==> config.mk <==
export PLATFORM = sky130hd
export DESIGN_NAME = gp_imem
export DESIGN_NICKNAME = d
export VERILOG_FILES = /design/src/rtl/gp_imem_pkg.sv /design/src/rtl/gp_imem_boot_rom.sv /design/src/rtl/gp_imem.sv
export SDC_FILE = /design/constraint.sdc
export NUM_CORES = 2
export LEC_CHECK = 0
export ABC_AREA = 1
export ABC_CLOCK_PERIOD_IN_PS = 5660
export CAP_MARGIN = 40
export CORE_MARGIN = 10
export CORE_UTILIZATION = 45
export DETAILED_ROUTE_END_ITERATION = 16
export PLACE_DENSITY = 0.64
export SLEW_MARGIN = 15
export SYNTH_ARGS = -nofsm -noshare
export SYNTH_HDL_FRONTEND = slang
export SYNTH_SLANG_ARGS = --single-unit
==> constraint.sdc <==
create_clock -name clk -period 5.66 [get_ports clk]
set_clock_uncertainty 0.1 [all_clocks]
set_input_delay 1.132 -clock clk [delete_from_list [all_inputs] [get_ports clk]]
set_output_delay 1.132 -clock clk [all_outputs]
set_load 0.01 [all_outputs]
==> images/final_clocks.png <==
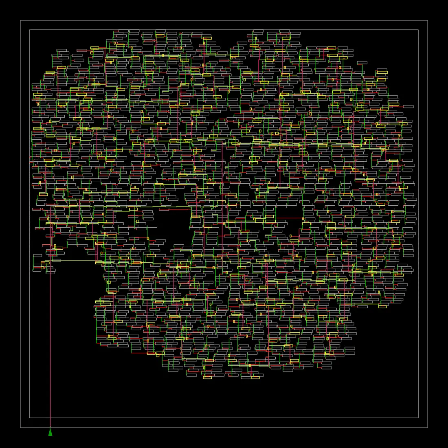
clock buffers created by TritonCTS: 205
flop count: 2087
Worst-Skew Late Latency: 830 ps
total clock network power: 0.0132 W
number of clock buffers in the layout: 259

==> images/clock_map.png <==
(1 px per um)
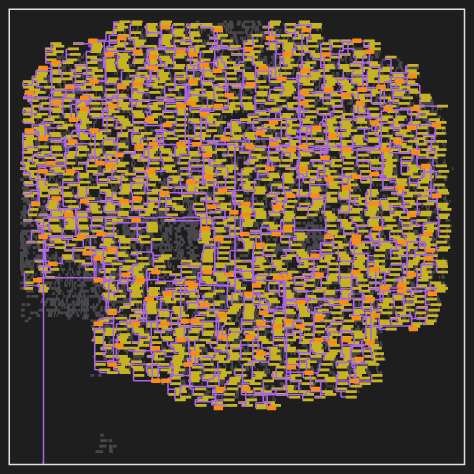
- purple: clock wires (length 22.8 mm)
- orange: cells driving clock nets (count 205)
- yellow: flip-flops (count 2087)
- flops lie: all over the die
clock network power share: 27.3%

==> tab_implementation.tex <==
% Auto-generated results table
\begin{tabular}{lr}
\hline
Metric & Value \\
\hline
\multicolumn{2}{l}{\textbf{Finish}} \\
Final design instance area without fill & 97800 sq um \\
Most instantiated logic cell after routing & nand2\_1 \\
Max FFs per register & 2048 \\
Nets@finish & 7360 \\
Multi-input logic area & 21000 sq um \\
Layout overhead on the synthesized area & 15.5\% \\
Reg area & 62500 sq um \\
Fraction of layout instances using a drive strength above 1 & 9.43\% \\
Top cells excl fill/tap & nand2\_1, edfxtp\_1, nand3\_1, clkbuf\_16, buf\_4 \\
Filler Cells Inserted & 15.6k \\
\multicolumn{2}{l}{\textbf{Floorplanning}} \\
Num rows & 159 \\
Boundary pin count & 133 \\
Core utilization before placement & 45.2\% \\
Die outline width & 454 um \\
Core box area & 187000 sq um \\
Total die size & 206000 sq um \\
Chip Height & 454 um \\
\multicolumn{2}{l}{\textbf{Power and ir drop}} \\
Largest vdd supply drop & 0.000738 V \\
Total leakage power & 34.3 nW \\
PD cells & 495 nW/um\^{}2 \\
PnR Total Power & 0.0484 W \\
\multicolumn{2}{l}{\textbf{Yosys}} \\
Seq/Total Area, Yosys & 73.8\% \\
Distinct lib cells & 44 \\
Most used flip-flop cell & edfxtp\_1 \\
Yosys stat cell total & 7130 \\
Warnings, synthesis & 0 \\
Area of the mapped netlist & 84700 sq um \\
Share of async-settable or async-resettable flops after synthesis & 1.87\% \\
Number of register bits inferred by synthesis & 2087 \\
Top cell types by occurrence after synthesis & nand2\_1, edfxtp\_1, nand3\_1 \\
Main area contributors after synthesis & edfxtp\_1, nand3\_1, nand2\_1 \\
Yosys top cell area share & 72.6\% \\
Most frequently used cell type in the post-synthesis netlist & nand2\_1 \\
Nets at Floorplan & 7237 \\
Cell taking the most area after synthesis & edfxtp\_1 \\
Cells after synthesis & 7130 \\
Post-Synthesis Mean Instance Area & 11.9 sq um \\
Yosys-reported design area after synthesis & 84700 sq um \\
Number of enable flip-flop cells & 2048 \\
\multicolumn{2}{l}{\textbf{STA}} \\
Ratio of final minimum period to clock period & 99.5\% \\
Slack of the critical path & 28.8 ps \\
Final number of hold-violating endpoints & 0 \\
Slew at the pin closest to its max-slew limit & 896 ps \\
Max Clk Rate & 178 MHz \\
Final setup fails & 0 \\
Final critical path time including I/O delays and setup & 5630 ps \\
Number of pins with negative max-slew slack in the final report & 0 \\
Tightest hold margin & 314 ps \\
Tightest slew margin relative to the limit & 40.3\% \\
Final total negative setup slack & 0 ps \\
\multicolumn{2}{l}{\textbf{Worst setup path}} \\
Worst setup EP type & primary output \\
Worst Path Max Fanout & 69 \\
CP Class & reg2out \\
R2r setup slk & 1580 ps \\
CP required & 4430 ps \\
Worst Reg2Reg Path Length in Cells & 10 \\
Launching element type of the critical path & flop \\
Worst path arrival time & 4400 ps \\
\multicolumn{2}{l}{\textbf{Placement}} \\
Worst setup timing slack at the placement stage & 754 ps \\
Instance area after placement & 91200 sq um \\
DP Wirelength & 147000 um \\
Total of buffers placed on input and output ports & 131 \\
GPL Wtd Cong & 0.903 \\
\multicolumn{2}{l}{\textbf{Global route}} \\
Vias in the first global route & 54.3k \\
Gr ovfl total & 0 \\
Met1 Use GR & 33.0\% \\
GR peak layer & met2 \\
Global-route met2 utilization & 36.7\% \\
Global-route usage over all layers & 23.8\% \\
Met3 Track Usage GR & 4.66\% \\
Wire length of the first global-routing pass & 366000 um \\
Largest net degree at the start of global routing & 173 \\
Antenna violations before repair & 11 \\
\multicolumn{2}{l}{\textbf{CTS}} \\
CTS hold repair buffers & 0 \\
H-tree depth reported by CTS & 4 \\
Number of sinks driven by the clock tree & 2087 \\
Post-CTS clock slew at the launch and capture registers of the worst setup and hold paths & 60 ps \\
TritonCTS clock tree & built \\
Cell chosen for the clock root & clkbuf\_16 \\
Max Root-Sink Buffers & 3 \\
\multicolumn{2}{l}{\textbf{Drt}} \\
Post-DR wirelength/cell & 25.2 um \\
Total routed wirelength & 250000 um \\
Antenna viol nets, final & 0 \\
Pre-antenna DRT Iters & 6 \\
Met3 wire len & 23900 um \\
Vias/cell & 5.77 \\
Via total after detailed routing & 57.3k \\
Topmost layer with routed signal wires & met5 \\
DR DRC count & 0 \\
Met1 Wirelength & 100000 um \\
Met2 routed WL & 115000 um \\
Violation tally from detailed-route iteration zero & 7968 \\
\multicolumn{2}{l}{\textbf{Status}} \\
Result of the run & finished, final reports clean \\
\multicolumn{2}{l}{\textbf{Flow run}} \\
Number of logged tool warnings & 54 \\
Max cap viols & 0 \\
\multicolumn{2}{l}{\textbf{Min path}} \\
Worst min path class & in2async \\
\hline
\end{tabular}
## worst max-delay path: stages, from the launching register on
cell and delay [ps]:
dfrtp_4 760, clkinv_8 360, buf_12 320, nand2_1 100
nand3_1 60, nand3_1 110, nand3_1 220, nand3_1 530
nand3_1 250, nand2_1 160, nor2_1 50, clkdlybuf4s50_1 500
## metrics by stage
| stage | utilization, % | cells |
|---|---|---|
| CTS | 52.1 | 9910 |
| global route | 52.2 | 9919 |
| floorplan | - | 7130 |
| global placement | 48.6 | 9526 |
| finish | 52.2 | 9921 |
| detailed placement | 48.7 | 9534 |
## final cells by class
class,count,area share [%]
sequential,2087,63.9
inverter,45,0.207
timing repair buffer,387,4.65
clock inverter,117,1.10
multi-input combinational,4527,21.4
clock buffer,259,5.53
tap,2495,3.19
antenna,4,0.0102
## cells by family after synthesis
| group | share of synthesized area [%] |
|---|---|
| XOR/XNOR | 0.0310 |
| AND/OR/NAND/NOR | 22.6 |
| flip-flops | 73.8 |
| adder cells (fa/ha/maj) | 0.148 |
| multiplexers | 0.319 |
| buffers and inverters | 2.36 |
| other | 0.00443 |
| AND-OR/OR-AND | 0.720 |
## where the power goes
part | total, W | switching (W) | internal (W) | leakage (nW)
combinational | 0.0122 | 0.00971 | 0.00253 | 12.1
clock | 0.0132 | 0.00575 | 0.00748 | 3.16
sequential | 0.0230 | 0.000357 | 0.0226 | 19.0
total | 0.0484 | 0.0158 | 0.0326 | 34.3
## what timing repair did
action                                  in CTS  in global routing
resized                                      0                  9
endpoints found under the setup margin       0                  9
buffers inserted                             0                  5
Power figures rest on the tool's default switching activity, not on a simulated workload.
